### src/rtl/mazegen_pkg.sv
// Shared types and default geometry for the maze generator bitmap blocks.
package mazegen_pkg;

    localparam int unsigned BitmapNloc  = 1024;
    localparam int unsigned BitmapDbits = 12;

    typedef enum logic [0:0] {
        StIdle,
        StClear
    } writer_state_e;

endpackage

### src/rtl/bitmap_writer.sv
// Write port for the bitmap memory: single writes from a ready/valid request stream
// plus a whole-memory fill command that runs one write per cycle.
module bitmap_writer
    import mazegen_pkg::*;
#(
    parameter int unsigned Nloc  = BitmapNloc,
    parameter int unsigned Dbits = BitmapDbits
) (
    input  logic                    clock,
    input  logic                    reset_n,
    input  logic                    req_valid,
    output logic                    req_ready,
    input  logic [$clog2(Nloc)-1:0] req_addr,
    input  logic [Dbits-1:0]        req_data,
    input  logic                    clear_start,
    input  logic [Dbits-1:0]        clear_data,
    output logic                    wr,
    output logic [$clog2(Nloc)-1:0] addr,
    output logic [Dbits-1:0]        din,
    output logic                    busy,
    output logic                    done,
    output logic                    err_oor
);

    localparam int unsigned AW = $clog2(Nloc);
    // One extra bit so a non power-of-two Nloc compares without wrapping.
    localparam int unsigned CW = AW + 1;
    localparam logic [CW-1:0] LastIdx = CW'(Nloc - 1);
    localparam logic [CW-1:0] NlocC   = CW'(Nloc);

    writer_state_e    state_q, state_d;
    logic [CW-1:0]    cnt_q, cnt_d;
    logic [Dbits-1:0] fill_q, fill_d;
    logic             wr_q, wr_d;
    logic [AW-1:0]    addr_q, addr_d;
    logic [Dbits-1:0] din_q, din_d;
    logic             done_q, done_d;
    logic             err_q, err_d;

    logic          accept;
    logic          in_range;
    logic [CW-1:0] cnt_inc;

    assign req_ready = (state_q == StIdle) && !clear_start;
    assign accept    = req_valid && req_ready;
    assign in_range  = {1'b0, req_addr} < NlocC;
    assign cnt_inc   = cnt_q + CW'(1);

    always_ff @(posedge clock) begin
        if (!reset_n) begin
            state_q <= StIdle;
            cnt_q   <= '0;
            fill_q  <= '0;
            wr_q    <= 1'b0;
            addr_q  <= '0;
            din_q   <= '0;
            done_q  <= 1'b0;
            err_q   <= 1'b0;
        end else begin
            state_q <= state_d;
            cnt_q   <= cnt_d;
            fill_q  <= fill_d;
            wr_q    <= wr_d;
            addr_q  <= addr_d;
            din_q   <= din_d;
            done_q  <= done_d;
            err_q   <= err_d;
        end
    end

    always_comb begin
        state_d = state_q;
        case (state_q)
            StIdle: begin
                if (clear_start) begin
                    state_d = StClear;
                end
            end
            StClear: begin
                if (cnt_q == LastIdx) begin
                    state_d = StIdle;
                end
            end
            default: state_d = StIdle;
        endcase
    end

    // The output registers always hold the write for the current cycle, so the
    // counter equals the address presented on the bus while in StClear.
    always_comb begin
        cnt_d  = cnt_q;
        fill_d = fill_q;
        wr_d   = 1'b0;
        addr_d = addr_q;
        din_d  = din_q;
        done_d = 1'b0;
        err_d  = 1'b0;
        case (state_q)
            StIdle: begin
                if (clear_start) begin
                    cnt_d  = '0;
                    fill_d = clear_data;
                    wr_d   = 1'b1;
                    addr_d = '0;
                    din_d  = clear_data;
                    done_d = (LastIdx == '0);
                end else if (accept) begin
                    if (in_range) begin
                        wr_d   = 1'b1;
                        addr_d = req_addr;
                        din_d  = req_data;
                    end else begin
                        err_d = 1'b1;
                    end
                end
            end
            StClear: begin
                if (cnt_q != LastIdx) begin
                    cnt_d  = cnt_inc;
                    wr_d   = 1'b1;
                    addr_d = cnt_inc[AW-1:0];
                    din_d  = fill_q;
                    done_d = (cnt_inc == LastIdx);
                end
            end
            default: ;
        endcase
    end

    assign wr      = wr_q;
    assign addr    = addr_q;
    assign din     = din_q;
    assign busy    = (state_q == StClear);
    assign done    = done_q;
    assign err_oor = err_q;

endmodule

### config.mk
export PLATFORM = sky130hd
export DESIGN_NAME = bitmap_writer
export DESIGN_NICKNAME = d
export VERILOG_FILES = /design/src/rtl/mazegen_pkg.sv /design/src/rtl/bitmap_writer.sv
export SDC_FILE = /design/constraint.sdc
export NUM_CORES = 1
export LEC_CHECK = 0
export ABC_AREA = 1
export CORE_MARGIN = 8
export CORE_UTILIZATION = 51
export DETAILED_ROUTE_END_ITERATION = 12
export PLACE_DENSITY = 0.87
export SETUP_SLACK_MARGIN = 0.15
export SYNTH_ARGS = -nofsm -noshare
export SYNTH_HDL_FRONTEND = slang
export SYNTH_SLANG_ARGS = --single-unit
### constraint.sdc
create_clock -name clock -period 4.86 [get_ports clock]
set_clock_uncertainty 0.2 [all_clocks]
set_input_delay 0.972 -clock clock [delete_from_list [all_inputs] [get_ports clock]]
set_output_delay 0.972 -clock clock [all_outputs]
set_load 0.03 [all_outputs]
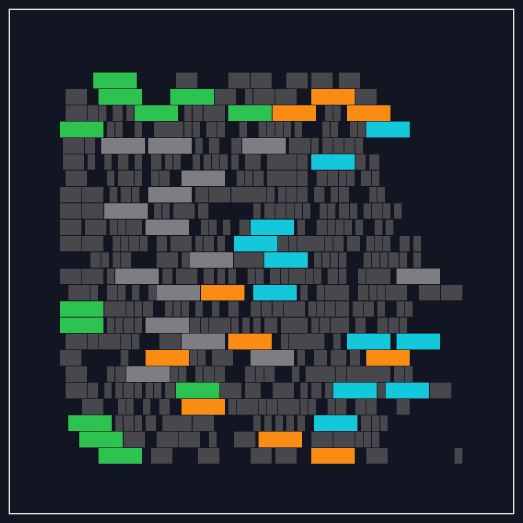
Run 1: sequential cells colored by netlist name
Scale: 6 px per um. Other sequential cells in the stronger gray, the rest of the logic in the fainter gray.
Orange marks `addr`, sequential cells 10. Green marks `din`, sequential cells 12. Cyan marks `cnt_q`, sequential cells 11.
post-layout util: 0.693
total sequential power: 0.000438 W
Seq/total area: 0.316
sequential cell area: 961 sq um

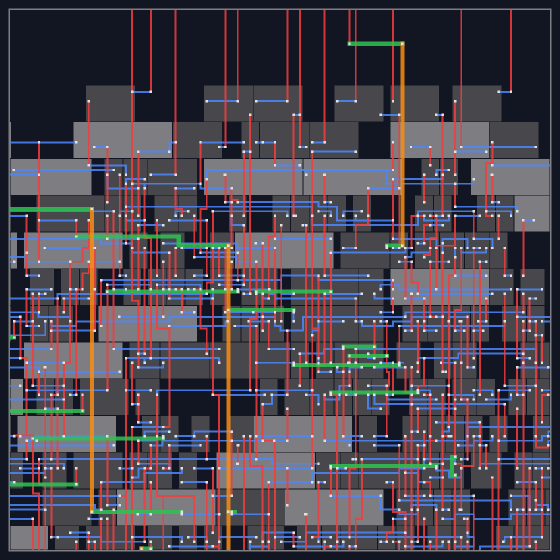
Run 1: close-up of the layout
Region (22, 39) to (62, 79) um. Cells in gray, sequential cells in the stronger gray; small squares are vias.
Orange marks M4. Red marks M2. Green marks M3. Blue marks M1.
160 logic cells have their middle in the window. Sequential cells in the window: 16. Most frequent: nand2_1 (47), nand3_1 (19), nor2_1 (19). Netlist names of flops here include `fill_q` (6), `cnt_q` (4), `addr` (3).

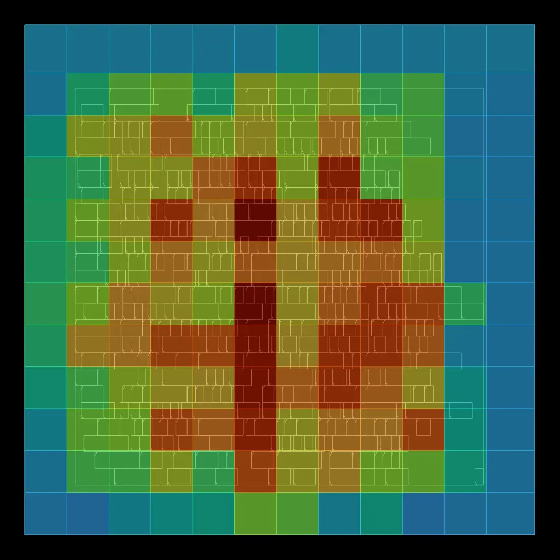
Run 1: routing congestion map
GR Util met2: 0.321
met3 usage: 0.0732
global routing's busiest layer: met2
Total GRT Usage: 0.182
wire per inst: 13.9 um

[run 1: critical path, stage by stage]
cell and delay [ps]:
clkdlybuf4s50_1 480, inv_1 100, nand2_1 50, inv_1 530, clkdlybuf4s50_1 810
[run 1: power groups by stage]
stage	logic (W)	registers, W	clock network [W]
finish	0.000232	0.000438	0.000246
global route	0.000250	0.000443	0.000267
CTS	0.000233	0.000438	0.000249
detailed placement	0.000232	0.000446	0
global placement	0.000228	0.000446	0
floorplan	0.000102	0.000487	0
[run 1: Yosys cell counts, types with 2 or more instances]
master    number
nand2_1       99
nor2_1        56
dfxtp_1       48
nand3_1       37
a21oi_1       24
inv_1         21
o21ai_1       14
o21ai_0        9
buf_2          7
clkbuf_1       6
a22oi_1        3
buf_4          2
buf_6          2
ha_1           2
nand2_2        2
or2_2          2
==> deck_impl_summary.md, run 1 <==
Synthesis and Place & Route Summary

Status
  – Status: complete, no violations

Drt
  – Routed Antenna Nets: 0
  – Wl on met1: 2530 um
  – Total Routed Length: roughly 6300 um
  – WL met2: 3150 um
  – Highest routed metal layer: met4
  – Vias: 2397
  – Drt first pass iters: 4
  – Via density: approximately 5.3
  – DRC errors left: 0
  – Met3 wire len: 516 um
  – Initial DRC count: 178

Pwr
  – Sequential Power Share: 0.478
  – Design Power: 0.000916 W
  – VDD IR-drop max: between 0.2 and 0.25 mV
  – Leakage: 1.26 nW
  – Pint: 0.000634 W
  – Power Dens Cells: 302 nW/um^2
  – Switching power total: roughly 0.00028 W
  – Comb pwr share: 0.253

Synth
  – Adder Area Share: 0.0107
  – Commonest flop: dfxtp_1
  – Cell area after synthesis: 2350 sq um
  – Compound-Gate Fraction of Synth Area: 0.117
  – Avg Synthesized Cell Area: about 6.8 sq um
  – Top non-seq family: simple AND/OR/NAND/NOR gates
  – Simple share: 0.369
  – Multiplexer share: 0
  – Post-synth ARST share: 0
  – Dominant cell type by area after synthesis: dfxtp_1
  – Synth top area share: 0.410
  – Syn Inst Count: 347
  – Post-synth seq share: 0.410
  – Number of enable flip-flop cells: 0
  – Syn_nets: 387
  – Flops after synth: 48
  – Top area cell types: dfxtp_1 41%, nand2_1 16%, nor2_1 9.0%
  – Synth cell types: 29

Job
  – Max_cap viols: 0
  – Tool warnings: 27

Place
  – Dpl hpwl: 4420 um
  – Port buffer count: 63
  – Placed cell count: between 400 and 500
  – DP Area: 2950 sq um
  – Routability Congestion: slightly below 0.9

Layout
  – Most frequent logic cells in the routed design: 99 x nand2_1, 63 x clkdlybuf4s50_1, 56 x nor2_1
  – Share of cells above drive strength 1: 0.0498
  – Combinational fraction of the cell area: 0.387
  – Nets: 441
  – Most common logic cell in the routed design: nand2_1
  – Combinational gate count: 258
  – Fill cells: approximately 360
  – Inverters, non-clock: 23
  – Comb. cell area: 1180 sq um
  – Clock buffer count: 8
  – Top class by area: combinational gates
  – Clock-cell share of area: 0.0297
  – Area growth syn-to-layout: 29.4%
  – Inserted Diodes: 0
  – Nonclk buf count: 65
  – Final cell count without fillers: 454

Clock network
  – Hold_buf cts: 0
  – Post-cts resize count: 0
  – Maximum buffer depth of the clock tree: 2
  – Clk sinks: 48
  – H-tree levels: 2
  – Root Buffer: clkbuf_8
  – Post-CTS setup repair buffer count: 0
  – Clk slew on worst S/H paths: 80 ps
  – CTS buffer count: 5
  – CTS tree: yes

Floorplanning
  – Rows: 24
  – Die area: 7030 sq um
  – Init Core Util: 0.535
  – Core area: 4380 sq um
  – Die Y: 83.8 um
  – Die width: 83.8 um
  – IO Count: 65
  – Tapcells inserted: about 52

Setup path
  – Critical path peak fanout: 23
  – R2r startpoint: busy$_SDFF_PN0_
  – Setup crit end: req_ready
  – Reg2reg setup slack: 2600 ps
  – CP endpoint kind: primary output
  – CP required: 3690 ps
  – CP Launch Type: input port
  – FF-to-FF End: cnt_q[9]$_SDFFE_PN0P_
  – CP Data Arrival Time: 2950 ps
  – Worst reg2reg path depth: 7
  – Crit Path Class: in -> out

Final timing
  – Max Fclk: around 240 MHz
  – Worst Hold Margin: 267 ps
  – PnR worst setup slack: between 700 and 800 ps
  – Relative slew slack: 0.358
  – Slew Viols, Final: 0
  – Fin. Hold Viols: 0
  – Final TNS setup: 0 ps
  – RSZ-0062 raised after global routing: false
  – Slew @ Worst Pin: about 960 ps
  – Min Clock Period, post-route: approximately 4100 ps

GRT
  – Pin count of the biggest net entering global routing: 29
  – First-pass GRT wire length: 10900 um
  – Met1 GRT Util: 0.185
  – Vias in the first global route: 2425
  – Gr ovfl total: 0
  – Antenna violations before repair: 0

Worst hold path
  – Min-delay worst type: reg -> reg
  – Worst Hold End: fill_q[10]$_SDFFE_PN0P_
  – WHS Path Cells: 2
  – Worst Hold Launch: fill_q[10]$_SDFFE_PN0P_
Run 1, the metal 2 layer:
Scale: 3 px per um. Cells faint in the background.
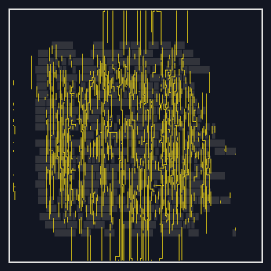

==> inputs of run 2 (changes only) <==
--- a/config.mk
+++ b/config.mk
@@ -7,9 +7,9 @@
 export LEC_CHECK = 0
 export ABC_AREA = 1
 export CORE_MARGIN = 8
-export CORE_UTILIZATION = 51
+export CORE_UTILIZATION = 43
 export DETAILED_ROUTE_END_ITERATION = 12
-export PLACE_DENSITY = 0.87
+export PLACE_DENSITY = 0.79
 export SETUP_SLACK_MARGIN = 0.15
 export SYNTH_ARGS = -nofsm -noshare
 export SYNTH_HDL_FRONTEND = slang
==> constraint.sdc (replaced) <==
create_clock -name clock -period 3.3 [get_ports clock]
set_clock_uncertainty 0.2 [all_clocks]
set_input_delay 0.66 -clock clock [delete_from_list [all_inputs] [get_ports clock]]
set_output_delay 0.66 -clock clock [all_outputs]
set_load 0.03 [all_outputs]
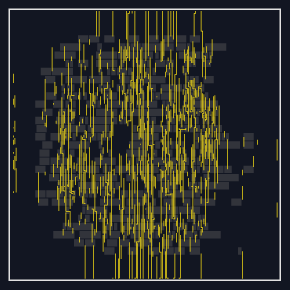
Run 2: the metal 2 layer
Scale: 3 px per um. Cells faint in the background.
The layer carries 3000 um of wire. The longest straight run is 45.2 um. 354 nets have wire on it. The layer holds 49% of the routed length. The wires run mostly vertical.
Vias: 2344
Total Routed Length: 6130 um

==> run 2 against run 1 <==
Net effect:
- clock power is 37% higher
- flip-flop count stayed put
- via count is 2.2% lower
- setup slack better by 130 ps
- highest routed layer unchanged
- register-to-register slack worse by 1500 ps
- sequential power is 47% higher
- total power is 44% higher
- routed wire length is 3.0% lower
- largest cell class unchanged
- critical path depth is 3 higher
- area after synthesis stayed put
- largest power group unchanged
- first-iteration DRC count is 16% lower
==> deck_impl_summary.md, run 2 <==
Synthesis and Place & Route Summary

GRT
  – Pin count of the biggest net entering global routing: 29 (unchanged)
  – Total GRT Usage: 0.151 (-0.0309)
  – Met3 usage: 0.0424 (-0.0308)
  – Met1 GRT Util: 0.177 (-0.00811)
  – Vias in the first global route: 2310 (-4.7%)
  – Global routing's busiest layer: met2
  – GR Util met2: 0.261 (-0.0600)
  – Antenna violations before repair: 0 (unchanged)
  – First-pass GRT wire length: 10500 um (-3.8%)
  – Gr ovfl total: 0 (unchanged)

Synth
  – YS chip area: between 2000 and 2500 sq um
  – Flops after synth: 48 (unchanged)
  – Adder Area Share: 0.0107 (unchanged)
  – Number of enable flip-flop cells: 0 (unchanged)
  – Top post-synthesis cells by count: 99 x nand2_1, 56 x nor2_1, 48 x dfxtp_1
  – # Cells Yosys: 347
  – Avg Synthesized Cell Area: 6.76 sq um (unchanged)
  – XOR/XNOR share of the synthesized area: 0.00373
  – Multiplexer share: 0 (unchanged)
  – Simple share: 0.369 (unchanged)
  – Commonest flop: dfxtp_1
  – Compound-Gate Fraction of Synth Area: 0.117 (unchanged)
  – Synth cell types: 29 (unchanged)
  – Top non-seq family: simple AND/OR/NAND/NOR gates
  – Post-synth ARST share: 0 (unchanged)
  – Dominant cell type by area after synthesis: dfxtp_1
  – Syn_nets: 387 (unchanged)
  – Syn Inst Count: 347 (unchanged)
  – Yosys warns: 0
  – Top area cell types: dfxtp_1 41%, nand2_1 16%, nor2_1 9.0%
  – Count leader, synth: nand2_1
  – Synth top area share: 0.410 (unchanged)
  – Post-synth seq share: 0.410 (unchanged)
  – Cell area after synthesis: 2350 sq um (unchanged)

Final timing
  – Relative slew slack: 0.517 (+0.159)
  – Worst Hold Margin: 267 ps (-0.204 ps)
  – Max Fclk: between 400 and 500 MHz
  – PnR worst setup slack: 865 ps (+130 ps)
  – Endpoints failing setup: 0
  – Slew @ Worst Pin: 723 ps (-237 ps)
  – Fin. Hold Viols: 0 (unchanged)
  – Min Clock Period, post-route: approximately 2400 ps
  – Period Utilization, post-route: 0.738
  – Slew Viols, Final: 0 (unchanged)
  – RSZ-0062 raised after global routing: false
  – Final TNS setup: 0 ps (unchanged)

Layout
  – Fill cells: 514 (+43%)
  – Share of cells above drive strength 1: 0.0596 (+0.00980)
  – Nets: 443 (+0.45%)
  – Final cell count without fillers: 475 (+4.6%)
  – Fin area: ~3100 sq um
  – Most common logic cell in the routed design: nand2_1
  – Post-layout util: 0.571 (-0.122)
  – Area growth syn-to-layout: 30.7%
  – Inserted Diodes: 0 (unchanged)
  – Most frequent logic cells in the routed design: 99 x nand2_1, 62 x clkdlybuf4s50_1, 56 x nor2_1

Worst hold path
  – Worst Hold End: fill_q[0]$_SDFFE_PN0P_
  – WHS Path Cells: 2 (unchanged)
  – Worst Hold Launch: fill_q[0]$_SDFFE_PN0P_
  – Min-delay worst type: reg -> reg

Floorplanning
  – Die width: 89.9 um (+7.2%)
  – Die Y: 89.9 um (+7.2%)
  – Core area: 5370 sq um (+23%)
  – IO Count: 65 (unchanged)
  – Init Core Util: 0.437 (-0.0983)
  – Rows: 27 (+13%)
  – Die area: 8080 sq um (+15%)

Job
  – Max_cap viols: 0 (unchanged)
  – Tool warnings: 27 (unchanged)

Clock network
  – CTS buffer count: 5 (unchanged)
  – Post-cts resize count: 0 (unchanged)
  – Clk slew on worst S/H paths: 90 ps (about the same)
  – Clk Latency, worst-skew pair: 300 ps
  – H-tree levels: 2 (unchanged)
  – Post-CTS setup repair buffer count: 0 (unchanged)
  – Root Buffer: clkbuf_8
  – CTS tree: yes
  – Clk sinks: 48 (unchanged)
  – Hold_buf cts: 0 (unchanged)
  – Maximum buffer depth of the clock tree: 2 (unchanged)

Drt
  – Drt first pass iters: 4 (unchanged)
  – Met3 wire len: 317 um (-39%)
  – Wire per inst: 12.9 um (-7.3%)
  – Initial DRC count: 150 (-16%)
  – WL met2: 3000 um (-4.9%)
  – Routed Antenna Nets: 0 (unchanged)
  – Wl on met1: 2720 um (+7.3%)
  – Via density: 4.93 (-6.5%)
  – Highest routed metal layer: met4
  – DRC errors left: 0 (unchanged)

Place
  – DP Area: 2980 sq um (+1.3%)
  – Dpl hpwl: 4520 um (+2.1%)
  – Routability Congestion: 0.872 (about the same)
  – Placed cell count: 468 (+4.9%)
  – Dpl ws: approximately 560 ps
  – Port buffer count: 63 (unchanged)

Setup path
  – CP required: 3340 ps (-350 ps)
  – CP endpoint kind: flip-flop
  – Crit Path Class: in -> reg
  – Worst setup path startpoint: clear_start
  – R2r startpoint: busy$_SDFF_PN0_
  – Worst reg2reg path depth: 7 (unchanged)
  – CP Data Arrival Time: 2470 ps (-480 ps)
  – CP Launch Type: input port
  – Critical path peak fanout: 24 (+4.3%)
  – Setup crit end: cnt_q[9]$_SDFFE_PN0P_
  – Reg2reg setup slack: 1150 ps (-1450 ps)
  – FF-to-FF End: cnt_q[9]$_SDFFE_PN0P_

Pwr
  – Leakage: 1.27 nW (+0.44%)
  – VDD IR-drop max: 0.183 mV (-17%)
  – Design Power: 0.00132 W (+44%)
  – Power Dens Cells: 431 nW/um^2 (+43%)

Status
  – Status: complete, no violations
## run 2: layout make-up
cell class                 instances  area, sq um  share of cell area
inverter                          23         98.8              0.0322
clock buffer                       5         68.8              0.0224
sequential                        48          961               0.313
timing repair buffer              67          658               0.215
tap                               72         90.1              0.0294
clock inverter                     2         12.5             0.00408
multi-input combinational        258         1180               0.384
## run 2: critical path, stage by stage
cell             delay, ps
clkdlybuf4s50_1        470
inv_1                  110
nor2_1                  40
buf_4                  180
inv_1                  540
nand2_1                180
and2_1                 200
nor2_1                  80
## run 2: report_power, final
group | internal, W | leakage [nW] | switching [W]
registers | 0.000621 | 0.395 | 0.0000225
clock network | 0.000144 | 0.0400 | 0.000194
logic | 0.000142 | 0.831 | 0.000198
Run 2, sequential cells colored by netlist name:
Scale: 6 px per um. Other sequential cells in the stronger gray, the rest of the logic in the fainter gray.
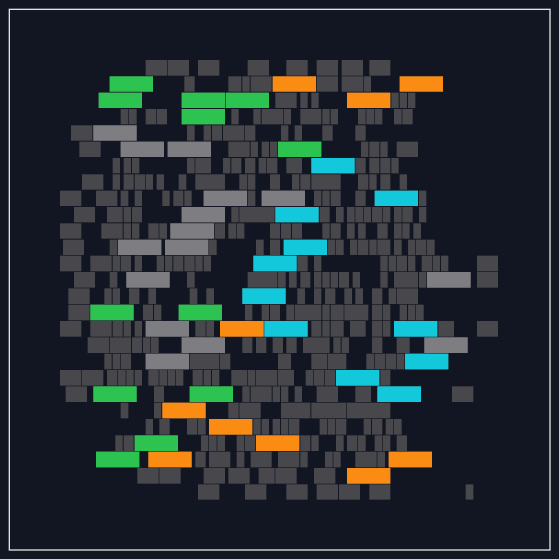

==> inputs of run 3 (changes only) <==
--- a/config.mk
+++ b/config.mk
@@ -7,9 +7,9 @@
 export LEC_CHECK = 0
 export ABC_AREA = 1
 export CORE_MARGIN = 8
-export CORE_UTILIZATION = 43
+export CORE_UTILIZATION = 48
 export DETAILED_ROUTE_END_ITERATION = 12
-export PLACE_DENSITY = 0.79
+export PLACE_DENSITY = 0.83
 export SETUP_SLACK_MARGIN = 0.15
 export SYNTH_ARGS = -nofsm -noshare
 export SYNTH_HDL_FRONTEND = slang
==> constraint.sdc (replaced) <==
create_clock -name clock -period 2.3 [get_ports clock]
set_clock_uncertainty 0.2 [all_clocks]
set_input_delay 0.46 -clock clock [delete_from_list [all_inputs] [get_ports clock]]
set_output_delay 0.46 -clock clock [all_outputs]
set_load 0.03 [all_outputs]
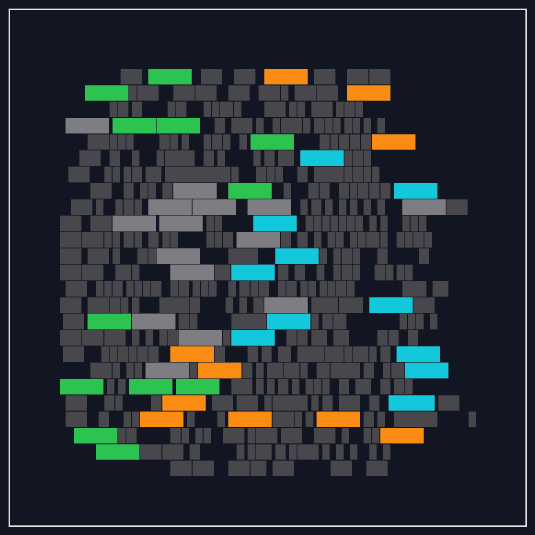
Run 3: sequential cells colored by netlist name
Scale: 6 px per um. Other sequential cells in the stronger gray, the rest of the logic in the fainter gray.
Cyan marks `cnt_q`, sequential cells 11. Green marks `din`, sequential cells 12. Orange marks `addr`, sequential cells 10.
Another 15 sequential cells are not colored.
total sequential power: 0.000929 W
post-layout util: 0.657

==> run 3 against run 2 <==
Net effect:
- setup slack worse by 580 ps
- flip-flop count unchanged
- total power increased by 53%
- clock-buffer cell count did not move
- critical path type is now in -> out
- highest routed layer unchanged
==> deck_impl_summary.md, run 3 <==
Synthesis and Place & Route Summary

Pwr
  – Power Dens Cells: 653 nW/um^2 (+51%)
  – Comb. pwr: 0.000488 W (+44%)
  – Comb pwr share: 0.241 (-0.016)
  – Pint: 0.00142 W (+57%)
  – VDD IR-drop max: 0.449 mV (+140%)
  – Sw frac: 0.299 (-0.0145)
  – P_clk: 0.000609 W (+80%)
  – Sequential Power Share: 0.459 (-0.028)
  – Switching power total: 0.000606 W (+46%)

Drt
  – Met3 wire len: 390 um (+23%)
  – Total Routed Length: 6040 um (-1.5%)
  – Routed Antenna Nets: 0 (unchanged)
  – Via density: 5.04 (+2.2%)
  – DRC errors left: 0 (unchanged)
  – Wl on met1: 2540 um (-6.6%)
  – Highest routed metal layer: met4
  – Vias: 2385 (+1.7%)
  – Drt first pass iters: 4 (unchanged)
  – Initial DRC count: 166 (+11%)
  – WL met2: 3000 um (about the same)

Final timing
  – Endpoints failing setup: 0 (unchanged)
  – RSZ-0062 raised after global routing: false
  – Period Utilization, post-route: 0.877
  – Max Fclk: 496 MHz
  – Final TNS setup: 0 ps (unchanged)
  – Fin. Hold Viols: 0 (unchanged)
  – Relative slew slack: 0.515 (-0.00277)
  – Slew Viols, Final: 0 (unchanged)
  – Min Clock Period, post-route: 2020 ps

Synth
  – Yosys warns: 0 (unchanged)
  – Post-synth ARST share: 0 (unchanged)
  – Top post-synthesis cells by count: 99 x nand2_1, 56 x nor2_1, 48 x dfxtp_1
  – Commonest flop: dfxtp_1
  – Syn_nets: 387 (unchanged)
  – Flops after synth: 48 (unchanged)
  – Syn Inst Count: 347 (unchanged)
  – Avg Synthesized Cell Area: 6.76 sq um (unchanged)
  – Dominant cell type by area after synthesis: dfxtp_1
  – Number of enable flip-flop cells: 0 (unchanged)
  – Post-synth seq share: 0.410 (unchanged)
  – Cell area after synthesis: 2350 sq um (unchanged)
  – Count leader, synth: nand2_1
  – # Cells Yosys: 347 (unchanged)
  – YS chip area: 2350 sq um (unchanged)
  – Top area cell types: dfxtp_1 41%, nand2_1 16%, nor2_1 9.0%

Layout
  – Inserted Diodes: 0 (unchanged)
  – Non-clock buffer share: 0.216 (+0.00143)
  – Nonclk buf count: 69 (+3.0%)
  – Combinational fraction of the cell area: 0.379 (-0.00464)
  – Flip-flops: 48 (unchanged)
  – Clock-cell share of area: 0.0359 (+0.00936)
  – Combinational gate count: 258 (unchanged)
  – Nets: 445 (+0.45%)
  – Seq/total area: 0.310 (-0.00339)
  – Comb. cell area: 1180 sq um (unchanged)
  – Clock buffer count: 5 (unchanged)
  – Final cell count without fillers: 473 (-0.42%)

Clock network
  – H-tree levels: 2 (unchanged)
  – Clk Latency, worst-skew pair: 300 ps (about the same)
  – Post-CTS setup repair buffer count: 0 (unchanged)
  – Maximum buffer depth of the clock tree: 2 (unchanged)
  – Post-cts resize count: 0 (unchanged)
  – Hold_buf cts: 0 (unchanged)
  – CTS buffer count: 5 (unchanged)
  – Clk slew on worst S/H paths: 90 ps (about the same)

Setup path
  – Worst setup path startpoint: clear_start
  – Largest stage delay on the critical path: 530 ps (about the same)
  – Critical-path cell list: clkdlybuf4s50_1, inv_1, nand2_1, inv_1, buf_4
  – Setup crit end: req_ready
  – CP Data Arrival Time: 1360 ps (-1110 ps)
  – Crit-path most repeated cell: inv_1
  – CP Launch Type: input port
  – CP required: 1640 ps (-1700 ps)
  – Slowest CP cell: clkdlybuf4s50_1
  – Crit Path Class: in -> out
  – Stages on worst setup path: 5 (-3)
  – Critical path peak fanout: 3 (-88%)
  – CP top delay family: buffers and inverters

Floorplanning
  – Die width: 85.9 um (-4.4%)
  – IO Count: 65 (unchanged)
  – Init Core Util: 0.497 (+0.0599)
  – Die Y: 85.9 um (-4.4%)
  – Die area: 7380 sq um (-8.6%)
  – Tapcells inserted: 67 (-6.9%)

Worst hold path
  – Min-delay worst type: reg -> reg
  – Worst Hold End: fill_q[10]$_SDFFE_PN0P_
  – Worst Hold Launch: fill_q[10]$_SDFFE_PN0P_

GRT
  – Gr ovfl total: 0 (unchanged)
  – Total GRT Usage: 0.169 (+0.0177)
  – GR Util met2: 0.290 (+0.0297)
  – Vias in the first global route: 2276 (-1.5%)
  – Global routing's busiest layer: met2
  – First-pass GRT wire length: 10200 um (-2.8%)
  – Met3 usage: 0.0382 (-0.00419)
  – Met1 GRT Util: 0.199 (+0.0224)
  – Pin count of the biggest net entering global routing: 29 (unchanged)

Place
  – Routability Congestion: 0.833 (-4.4%)
  – Port buffer count: 63 (unchanged)
  – Dpl hpwl: 4450 um (-1.4%)

Job
  – Tool warnings: 27 (unchanged)
  – Max_cap viols: 0 (unchanged)

Status
  – Status: complete, no violations
run 3: metrics by stage:
step | utilization | setup WS [ps] | cell area (sq um) | total power [W]
finish | 0.657 | 283 | 3100 | 0.00203
global route | 0.657 | 177 | 3100 | 0.00213
CTS | 0.657 | 250 | 3100 | 0.00204
detailed placement | 0.633 | 103 | 2990 | 0.00144
global placement | 0.633 | 160 | 2990 | 0.00143
floorplan | - | 516 | 2350 | 0.00124
run 3: logic make-up (layout without fill, tap and decap cells):
| group | Yosys count | after routing | synth area share |
|---|---|---|---|
| xor+xnor | 1 | 1 | 0.00373 |
| other cells | 1 | 1 | 0.00160 |
| simple gates | 203 | 203 | 0.369 |
| compound gates | 51 | 51 | 0.117 |
| flops | 48 | 48 | 0.410 |
| buf+inv | 41 | 100 | 0.0891 |
| fa+ha+maj | 2 | 2 | 0.0107 |

## Gallery

Gate-type map.
Scale: 6 px per um.
image #1
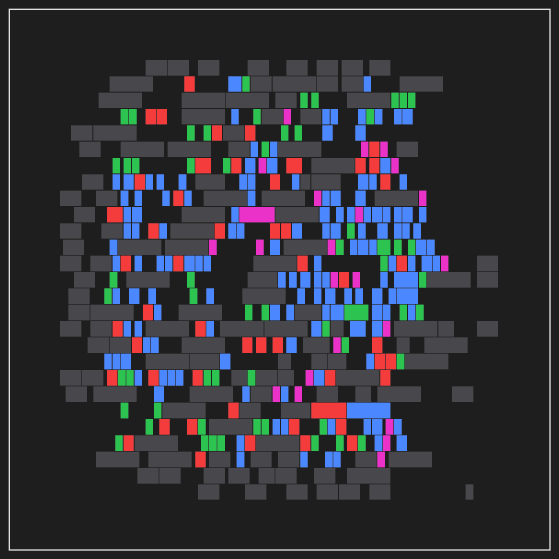
image #2
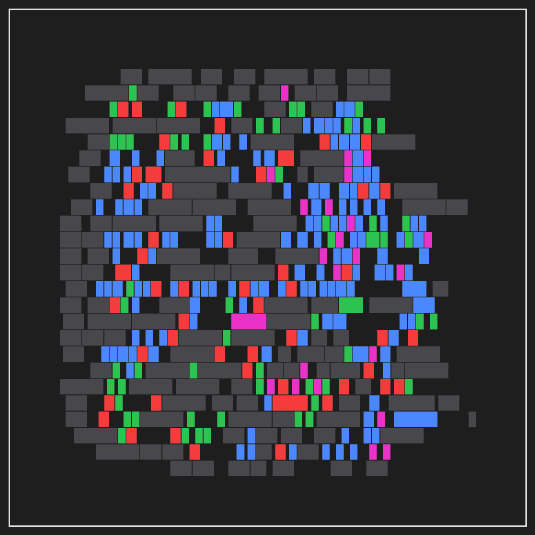
run 2 -> image #1
run 3 -> image #2

Key to image #1:
Green marks nor cells, cells 58, most used nor2_1. Blue marks nand cells, cells 142, most used nand2_1. Magenta marks inv cells, cells 23, most used inv_1. Red marks aoi and oai cells, cells 51, most used a21oi_1.

Power is estimated from default activity; no workload was simulated.
